$ cat src/rtl/mod_n_pkg.sv
// mod_n_pkg: shared defaults and modulo-N increment helper for the counter arbiter.
package mod_n_pkg;
   localparam int DEF_MODULUS = 5;
   localparam int DEF_NUM_REQ = 4;
   function automatic int unsigned next_count(input int unsigned value, input int unsigned modulus);
      return (value >= modulus - 1) ? 0 : value + 1;
   endfunction
endpackage

$ cat src/rtl/mod_n_counter_sync.sv
// mod_n_counter_sync: modulo-MODULUS counter with async clear, sync clear and increment enable.
module mod_n_counter_sync
   import mod_n_pkg::*;
#(
   parameter int MODULUS = DEF_MODULUS
) (
   input  logic                       clk_i,
   input  logic                       clear_i,
   input  logic                       sync_clr_i,
   input  logic                       incr_i,
   output logic [$clog2(MODULUS)-1:0] count_o
);
   localparam int CW = $clog2(MODULUS);
   logic [CW-1:0] count_q, count_d;
   always_comb begin
      count_d = sync_clr_i ? '0 : incr_i ? CW'(next_count(32'(count_q), MODULUS)) : count_q;
   end
   always_ff @(posedge clk_i or posedge clear_i) begin
      if (clear_i) count_q <= '0;
      else         count_q <= count_d;
   end
   assign count_o = count_q;
endmodule

$ cat src/rtl/mod_n_counter_arbiter.sv
// mod_n_counter_arbiter: round-robin arbiter handing out modulo-N ticket numbers,
// one grant per cycle, with sync clear and hold controls.
module mod_n_counter_arbiter
   import mod_n_pkg::*;
#(
   parameter int MODULUS = DEF_MODULUS,
   parameter int NUM_REQ = DEF_NUM_REQ
) (
   input  logic                       clk_i,
   input  logic                       clear_i,
   input  logic [NUM_REQ-1:0]         req_i,
   input  logic                       sync_clr_i,
   input  logic                       hold_i,
   output logic [NUM_REQ-1:0]         gnt_o,
   output logic [$clog2(MODULUS)-1:0] ticket_o,
   output logic [$clog2(MODULUS)-1:0] count_o,
   output logic                       wrap_o
);
   localparam int CW = $clog2(MODULUS);
   localparam int PW = $clog2(NUM_REQ);
   logic [PW-1:0] ptr_q, ptr_d, win, idx;
   logic          found, en;
   logic [CW-1:0] count;
   // Search starts at ptr and wraps so the last winner gets lowest priority.
   always_comb begin
      found = 1'b0;
      win   = '0;
      idx   = '0;
      for (int i = 0; i < NUM_REQ; i++) begin
         idx = PW'((int'(ptr_q) + i) % NUM_REQ);
         if (!found && req_i[idx]) begin
            found = 1'b1;
            win   = idx;
         end
      end
   end
   always_comb begin
      en    = found && !hold_i && !sync_clr_i && !clear_i;
      ptr_d = sync_clr_i ? '0 : en ? ((win == PW'(NUM_REQ - 1)) ? '0 : win + 1'b1) : ptr_q;
   end
   always_ff @(posedge clk_i or posedge clear_i) begin
      if (clear_i) ptr_q <= '0;
      else         ptr_q <= ptr_d;
   end
   mod_n_counter_sync #(.MODULUS(MODULUS)) u_cnt (
      .clk_i      (clk_i),
      .clear_i    (clear_i),
      .sync_clr_i (sync_clr_i),
      .incr_i     (en),
      .count_o    (count)
   );
   assign gnt_o    = en ? NUM_REQ'(1) << win : '0;
   assign ticket_o = en ? count : '0;
   assign wrap_o   = en && (count == CW'(MODULUS - 1));
   assign count_o  = count;
endmodule

$ cat config.mk
export PLATFORM = sky130hd
export DESIGN_NAME = mod_n_counter_arbiter
export DESIGN_NICKNAME = d
export VERILOG_FILES = /design/src/rtl/mod_n_pkg.sv /design/src/rtl/mod_n_counter_sync.sv /design/src/rtl/mod_n_counter_arbiter.sv
export SDC_FILE = /design/constraint.sdc
export NUM_CORES = 1
export LEC_CHECK = 0
export CAP_MARGIN = 15
export CORE_AREA = 8 8 45 47
export CTS_CLUSTER_SIZE = 40
export DETAILED_ROUTE_END_ITERATION = 8
export DIE_AREA = 0 0 53 55
export PLACE_DENSITY = 0.68
export SYNTH_ARGS = -nofsm -noshare
export SYNTH_HDL_FRONTEND = slang
export SYNTH_SLANG_ARGS = --single-unit
$ cat constraint.sdc
create_clock -name clk_i -period 5.55 [get_ports clk_i]
set_input_delay 1.665 -clock clk_i [delete_from_list [all_inputs] [get_ports clk_i]]
set_output_delay 1.665 -clock clk_i [all_outputs]
set_load 0.005 [all_outputs]
### Cell density map

Bar = 20 µm. The die is cut into 11 by 11 equal tiles; black is low, pale yellow is high, 0 to 100% covered.
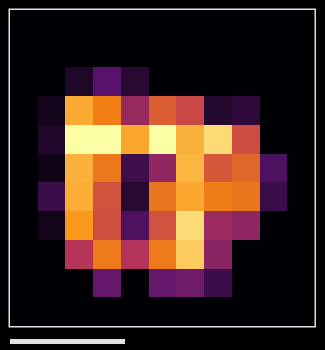
densest ninth of the die = centre
fullest tile = 100%
tiles over 75% full = 12%
Core Area: 1384 µm²
post-layout util: 49.64%
FP Util: 34.09%

### Nets reached from selected ports

Bar = 20 µm.
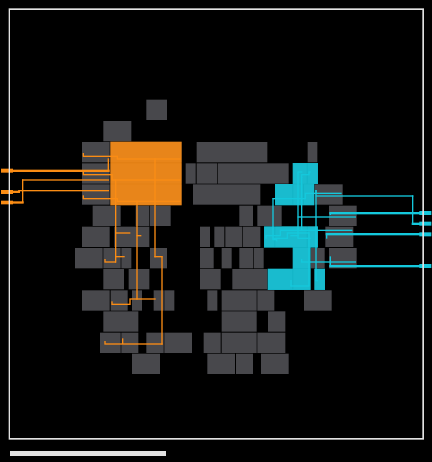
cyan -> req_i  # direction input, edge east, end cells 12, buffers 4, wire 143 µm
orange -> count_o  # direction output, edge west, end cells 3, buffers 3, wire 149 µm

### PDN straps and rails

Bar = 20 µm. Pins as bars on the die edge.
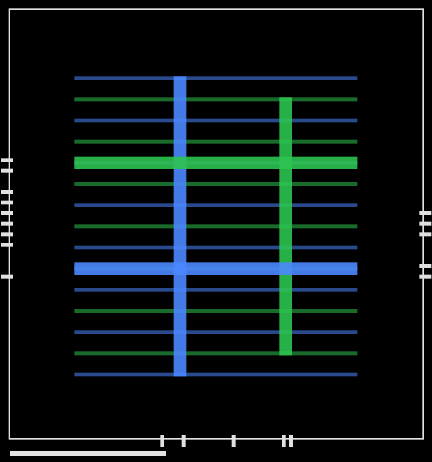
blue -> VSS
green -> VDD
signal pins = 19
met1 rails = 15
rows = 14
met4 straps = 2
met5 straps = 2

### Cell classes on the final placement

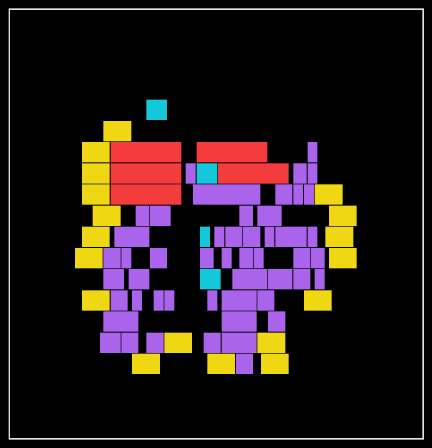
purple -> all other logic  # cells 50
red -> flip-flops  # cells 5
cyan -> clock drivers and dummy loads  # cells 4
yellow -> other buffers and delay cells  # cells 18

==> results.cfg <==
; yosys + openroad results
[outcome]
outcome = completed

[route]
wl_per_cell_um = 12.14
vias_per_cell = 4.688
top_layer = met3
drt-initial-drc-count = 3
drc_errors = 0
met2RoutedLength_um = 500
via_count = 436

[finish]
synthToLayoutAreaGrowth_pct = 45.62
lay_top_count = clkdlybuf4s50_1
flop_area_um2 = 125.1
clkCellAreaFrac_pct = 3.825
fin_area_um2 = 686.9
drive_gt1_share_pct = 6.494
nClkBuffers = 4
diodes = 0
seq_share_pct = 18.21
nMultiInputCombCells = 43

[global_routing]
antenna_found_initial = 0
grtUsageMet3_pct = 4.813
globalRouteOverflowTotal = 0

[placed_design]
hpwl_um = 867.4
numPortBuffers = 18
post-place-cells = 89
pre_cts_slack_ps = 173.9

[synth]
synthArstFlopShare_pct = 100.0
yosys-top-cells-area = dfrtp_1 (27%), ha_1 (16%), and2_1 (9.3%)
avgSynthCellArea_um2 = 8.423
netlist_instances = 56
common_cells = and2_1 (7), inv_1 (7), ha_1 (6), nand2_1 (6), dfrtp_1 (5)

[clocking]
ctsResizeCount = 0
hold_buffers = 0
ctsHtreeMaxLevel = 1
cts_tree = built
post-cts-setup-buffers = 0
cts_sinks = 5

[power]
power.density_nw_per_um2 = 168.4
peakVddDrop_mv = 0.1231
p_int_uw = 82.32
p_sw_share_pct = 28.84
comb_power_share_pct = 27.0
p_sw_uw = 33.37
power.total_uw = 115.7

[timing]
hold_viol = 0
finalWorstSetupSlack_ps = 179.3
period_used_pct = 96.77
fin_crit_ps = 5371
tightest_slew_ps = 717.8
grt_setup_unrepaired = false
fin_skew_ps = 6.196
setup-tns-final_ps = 0

[worst_setup_path]
regToRegEndpoint = ptr_q[1]$_DFFE_PP0P_
cpMostUsedCell = clkdlybuf4s50_1
cp.depth = 5
path_max_fanout = 18
reg2reg_from = ptr_q[0]$_DFFE_PP0P_
cp_top_family = buffers and inverters
required_ps = 3880

[job]
max-cap-violations = 0

[die]
die-area_um2 = 2915
dieWidth_um = 53

[hold_path]
worstHoldPathCells = 2
[state kept, by name, summed over array words and instances (netlist names)]
name,flops
ptr_q,2
u_cnt.count_o,3
[power by group through the flow]
stage          Sequential, mW  Combinational [mW]  Clock, mW
3_3_place_gp           0.0424              0.0314          0
6_report               0.0418              0.0312     0.0426
4_1_cts                0.0418              0.0319     0.0452
2_1_floorplan          0.0417              0.0178          0
5_1_grt                0.0422              0.0355     0.0492
3_5_place_dp           0.0422              0.0316          0
[cell families (layout without fill, tap and decap cells)]
family                   after synthesis  in the layout
flip-flops                             5              5
AND/OR/NAND/NOR                       25             25
adder cells (fa/ha/maj)                6              6
buffers and inverters                  8             29
AND-OR/OR-AND                         12             12
